**Placement by cell class**

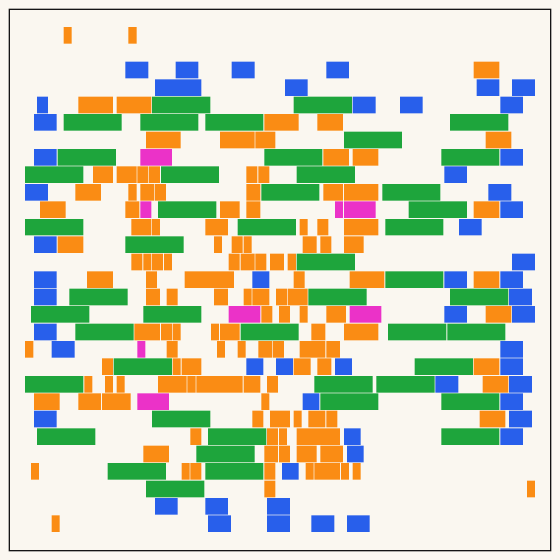
**Track usage over the die**

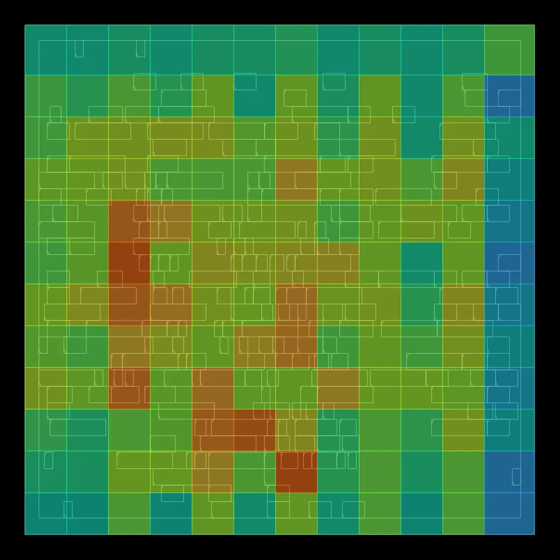
**M2 wires**

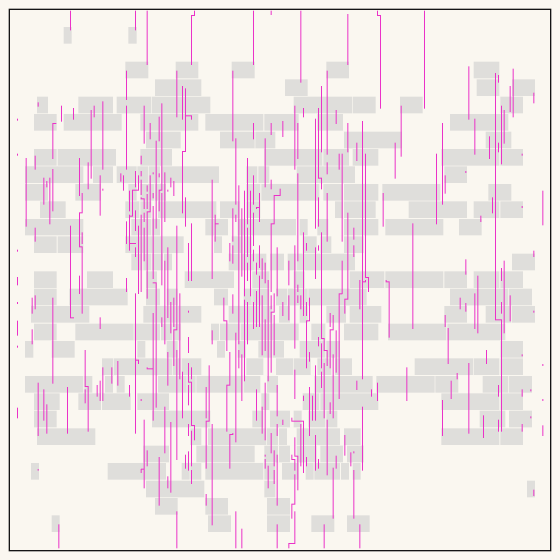
**Met3 routing**

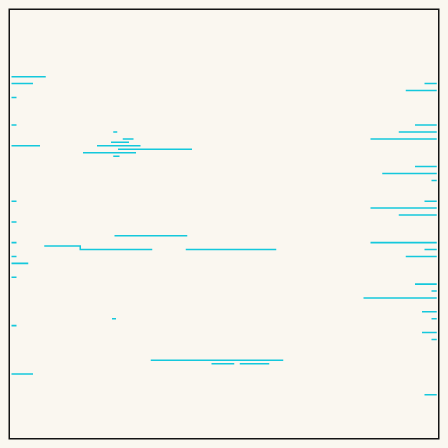
**Met1 routing**

Scale bar: 20 um. Supply wires on this layer in gray.
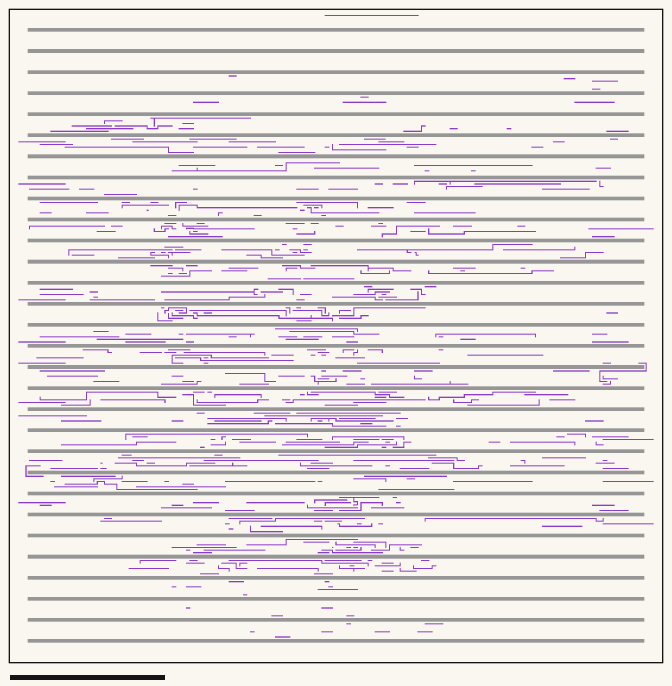
--- config.mk ---
export PLATFORM = sky130hd
export DESIGN_NAME = jtkiwi_paldma
export DESIGN_NICKNAME = d
export VERILOG_FILES = /design/src/rtl/jtkiwi_paldma.sv
export SDC_FILE = /design/constraint.sdc
export NUM_CORES = 1
export LEC_CHECK = 0
export CORE_MARGIN = 2
export CORE_UTILIZATION = 35
export DETAILED_ROUTE_END_ITERATION = 10
export HOLD_SLACK_MARGIN = 0.03
export SLEW_MARGIN = 10
export SYNTH_ARGS = -nofsm -noshare
export SYNTH_HDL_FRONTEND = slang
export SYNTH_SLANG_ARGS = --single-unit
--- constraint.sdc ---
create_clock -name clk -period 2.3 [get_ports clk]
set_input_delay 0.69 -clock clk [delete_from_list [all_inputs] [get_ports clk]]
set_output_delay 0.69 -clock clk [all_outputs]
set_load 0.005 [all_outputs]
--- src/rtl/jtkiwi_paldma.sv ---
// Palette upload engine: copies 2**AW source bytes into the palette RAM write port, only during vertical blank.
// Optional JTKIWI_PALDMA_CHKSUM_EN adds a running modulo-256 checksum output of the written bytes.
module jtkiwi_paldma #(
  parameter int unsigned             AW       = 10,
  parameter int unsigned             SRC_AW   = 17,
  parameter logic [SRC_AW-1:0]       SRC_BASE = '0
) (
  input  logic              clk,
  input  logic              rst_n,
  input  logic              LVBL,
  input  logic              dma_go,
  output logic [SRC_AW-1:0] src_addr,
  output logic              src_cs,
  input  logic              src_ok,
  input  logic [7:0]        src_data,
  output logic [AW-1:0]     pal_addr,
  output logic [7:0]        pal_dout,
  output logic              pal_we,
  output logic              busy,
  output logic              done
`ifdef JTKIWI_PALDMA_CHKSUM_EN
  ,
  output logic [7:0]        chksum
`endif
);

  localparam int unsigned CW = AW + 1;
  localparam logic [CW-1:0] LAST = {1'b0, {AW{1'b1}}};

  typedef enum logic [2:0] {
    ST_IDLE,
    ST_ARMED,
    ST_READ,
    ST_WRITE,
    ST_DONE
  } state_e;

  state_e              state_q;
  logic [CW-1:0]       cnt_q;
  logic [CW-1:0]       cnt_inc;
  logic [SRC_AW-1:0]   src_addr_q;
  logic                src_cs_q;
  logic [AW-1:0]       pal_addr_q;
  logic [7:0]          pal_dout_q;
  logic                pal_we_q;
  logic                busy_q;
  logic                done_q;
  logic [SRC_AW-1:0]   addr_cur;
  logic [SRC_AW-1:0]   addr_inc;

  // Source address is the base plus the index, wrapping within SRC_AW bits
  assign cnt_inc  = cnt_q + CW'(1);
  assign addr_cur = SRC_BASE + SRC_AW'(cnt_q);
  assign addr_inc = SRC_BASE + SRC_AW'(cnt_inc);

`ifdef JTKIWI_PALDMA_CHKSUM_EN
  logic [7:0] chksum_q;

  always_ff @(posedge clk or negedge rst_n) begin
    if (!rst_n) begin
      chksum_q <= 8'd0;
    end else if (state_q == ST_IDLE && dma_go) begin
      chksum_q <= 8'd0;
    end else if (state_q == ST_WRITE) begin
      chksum_q <= chksum_q + pal_dout_q;
    end
  end

  assign chksum = chksum_q;
`endif

  // Transfer FSM; every output is registered and set on the transition into its state
  always_ff @(posedge clk or negedge rst_n) begin
    if (!rst_n) begin
      state_q    <= ST_IDLE;
      cnt_q      <= '0;
      src_addr_q <= SRC_BASE;
      src_cs_q   <= 1'b0;
      pal_addr_q <= '0;
      pal_dout_q <= 8'd0;
      pal_we_q   <= 1'b0;
      busy_q     <= 1'b0;
      done_q     <= 1'b0;
    end else begin
      pal_we_q <= 1'b0;
      done_q   <= 1'b0;
      case (state_q)
        ST_IDLE: begin
          if (dma_go) begin
            state_q <= ST_ARMED;
            cnt_q   <= '0;
            busy_q  <= 1'b1;
          end
        end
        ST_ARMED: begin
          if (!LVBL) begin
            state_q    <= ST_READ;
            src_cs_q   <= 1'b1;
            src_addr_q <= addr_cur;
          end
        end
        ST_READ: begin
          // An in-flight request always completes, even if blanking ends meanwhile
          if (src_ok) begin
            state_q    <= ST_WRITE;
            src_cs_q   <= 1'b0;
            pal_dout_q <= src_data;
            pal_addr_q <= cnt_q[AW-1:0];
            pal_we_q   <= 1'b1;
          end
        end
        ST_WRITE: begin
          cnt_q <= cnt_inc;
          if (cnt_q == LAST) begin
            state_q <= ST_DONE;
            busy_q  <= 1'b0;
            done_q  <= 1'b1;
          end else if (!LVBL) begin
            state_q    <= ST_READ;
            src_cs_q   <= 1'b1;
            src_addr_q <= addr_inc;
          end else begin
            state_q <= ST_ARMED;
          end
        end
        ST_DONE: begin
          state_q <= ST_IDLE;
        end
        default: begin
          state_q <= ST_IDLE;
        end
      endcase
    end
  end

  assign src_addr = src_addr_q;
  assign src_cs   = src_cs_q;
  assign pal_addr = pal_addr_q;
  assign pal_dout = pal_dout_q;
  assign pal_we   = pal_we_q;
  assign busy     = busy_q;
  assign done     = done_q;

endmodule

==> commit_impl_results.txt <==
Record implementation results from latest flow run

- Signal routing reaches up to met4.
* Number of tap instances: between 70 and 80
- Min-Delay Path Class: in2async
- The run finished with clean final reports.
- Fmax achieved: just under 0.5 GHz
* Number of flip-flops and latches: between 40 and 50
* Detail Placement HPWL: slightly above 3 mm
* Tool warnings: 26
* Placed cell count: a little over 300
- For this run the aggregate overflow at the end of global routing stands at 0.
* Leakage power total: roughly 1.3 nW
* Area of the die: 7080 sq um
- Clock tree sinks: between 40 and 50
* Number of post-CTS setup repair buffers: 0
- Per the synthesis report, the simple-gate share of the synthesized area is 0.127.
- Worst path arrival time: 2250 ps
* Critical path data required time: 2500 ps
- Row count: 29
- Cell kind with the greatest summed area: flip-flops and latches
* Layout Cells excl Fill: between 300 and 400
- Max-slew check failures listed in the final report amount to 0.
* Post-synth tally of flip-flops with integrated enable: 0
* Number of H-tree branching levels: 2
- The design draws 2.92 mW.
* Unrepaired setup endpoints after global routing: false
* Number of top-level pins: around 52
* Chip Area, Yosys: 2250 sq um
- Once the clock tree was built, the resizer swapped 0 gates to a different size.
- The share of the Yosys chip area taken by registers is 0.523.
- The clock arrives with ~12 ps of skew.
## Picture notes: 'placement by cell class'
| class | color | cells | share of their area |
|---|---|---|---|
| clock drivers and dummy loads | magenta | 8 | 2.9% |
| other buffers and delay cells | blue | 54 | 19% |
| flip-flops | green | 47 | 43% |
| all other logic | orange | 131 | 36% |
Floorplan Core Area: 6280 sq um
fin area: 2860 sq um

## Picture notes: 'track usage over the die'
detailed-route wire length per cell: 14.0 um
met2 track utilization from global routing: 0.208
GRT Util Overall: 0.136
Final Util: 0.456

## Picture notes: 'M2 wires'
wire length on this layer: 1970 um
share of all routed wire: 45%
via count of the routed design: 1555
total routed wirelength: 4.43 mm

## Picture notes: 'met3 routing'
nets with wire on the layer: 45
wire length on this layer: 273 um
share of all routed wire: 6.2%
main direction: horizontal
longest straight run: 25.8 um
global-route met3 utilization: 0.0344

## Picture notes: 'met1 routing'
nets with wire on the layer: 223
main direction: horizontal
share of all routed wire: 48%
met1 Use GR: 0.187

## stage by stage
stage | setup WS (ps) | cell area (sq um) | hold slack [ps]
after floorplan | 458 | 2270 | 394
after global routing | 168 | 2860 | 385
final | 254 | 2860 | 345
after global placement | -32.2 | 2780 | 486
after CTS | 263 | 2860 | 360
after detailed placement | -43.1 | 2780 | 494
## worst max-delay path, cell delays in order
cell and delay [ps]:
clkdlybuf4s50_1 490, or3b_1 390, a21oi_1 290, o21ai_0 140
a22o_1 240
## where the power goes
group	leakage [nW]	switching [mW]	internal, mW
registers	0.615	0.200	1.06
logic	0.644	0.479	0.704
clock network	0.0422	0.264	0.214
## state kept, by name (all words and copies together) (netlist names)
register / count
pal_we: 1
src_addr: 11
pal_addr: 10
src_cs: 1
pal_dout: 8
cnt_q: 11
done: 1
busy: 1
state_q: 3
## cells in the mapped netlist, types with 3 or more instances
library cell,n,share of area
a31oi_1,5,0.014
nor2_1,9,0.015
a21oi_1,8,0.018
mux2_2,19,0.095
clkbuf_1,3,0.0050
nand2_1,12,0.020
nor4_1,5,0.014
xor2_1,5,0.019
dfrtp_1,47,0.52
mux2_4,9,0.060
xnor2_1,4,0.016
inv_1,4,0.0067
o21ai_0,15,0.033
nor3_1,7,0.016
buf_4,11,0.037
## worst max-delay path by stage
stage                     slack [ps]                 start  depth (start not counted)                        to
after floorplan                  460  cnt_q[1]$_DFFE_PN0P_                          6  src_addr[10]$_DFFE_PN0P_
after global placement           -30                dma_go                          5      cnt_q[9]$_DFFE_PN0P_
after detailed placement         -40                dma_go                          5      cnt_q[9]$_DFFE_PN0P_
after CTS                        260                dma_go                          5      cnt_q[9]$_DFFE_PN0P_
after global routing             170                dma_go                          5      cnt_q[9]$_DFFE_PN0P_
final                            250                dma_go                          5      cnt_q[9]$_DFFE_PN0P_
No activity file was given, so power comes from the tool's default toggle rates.
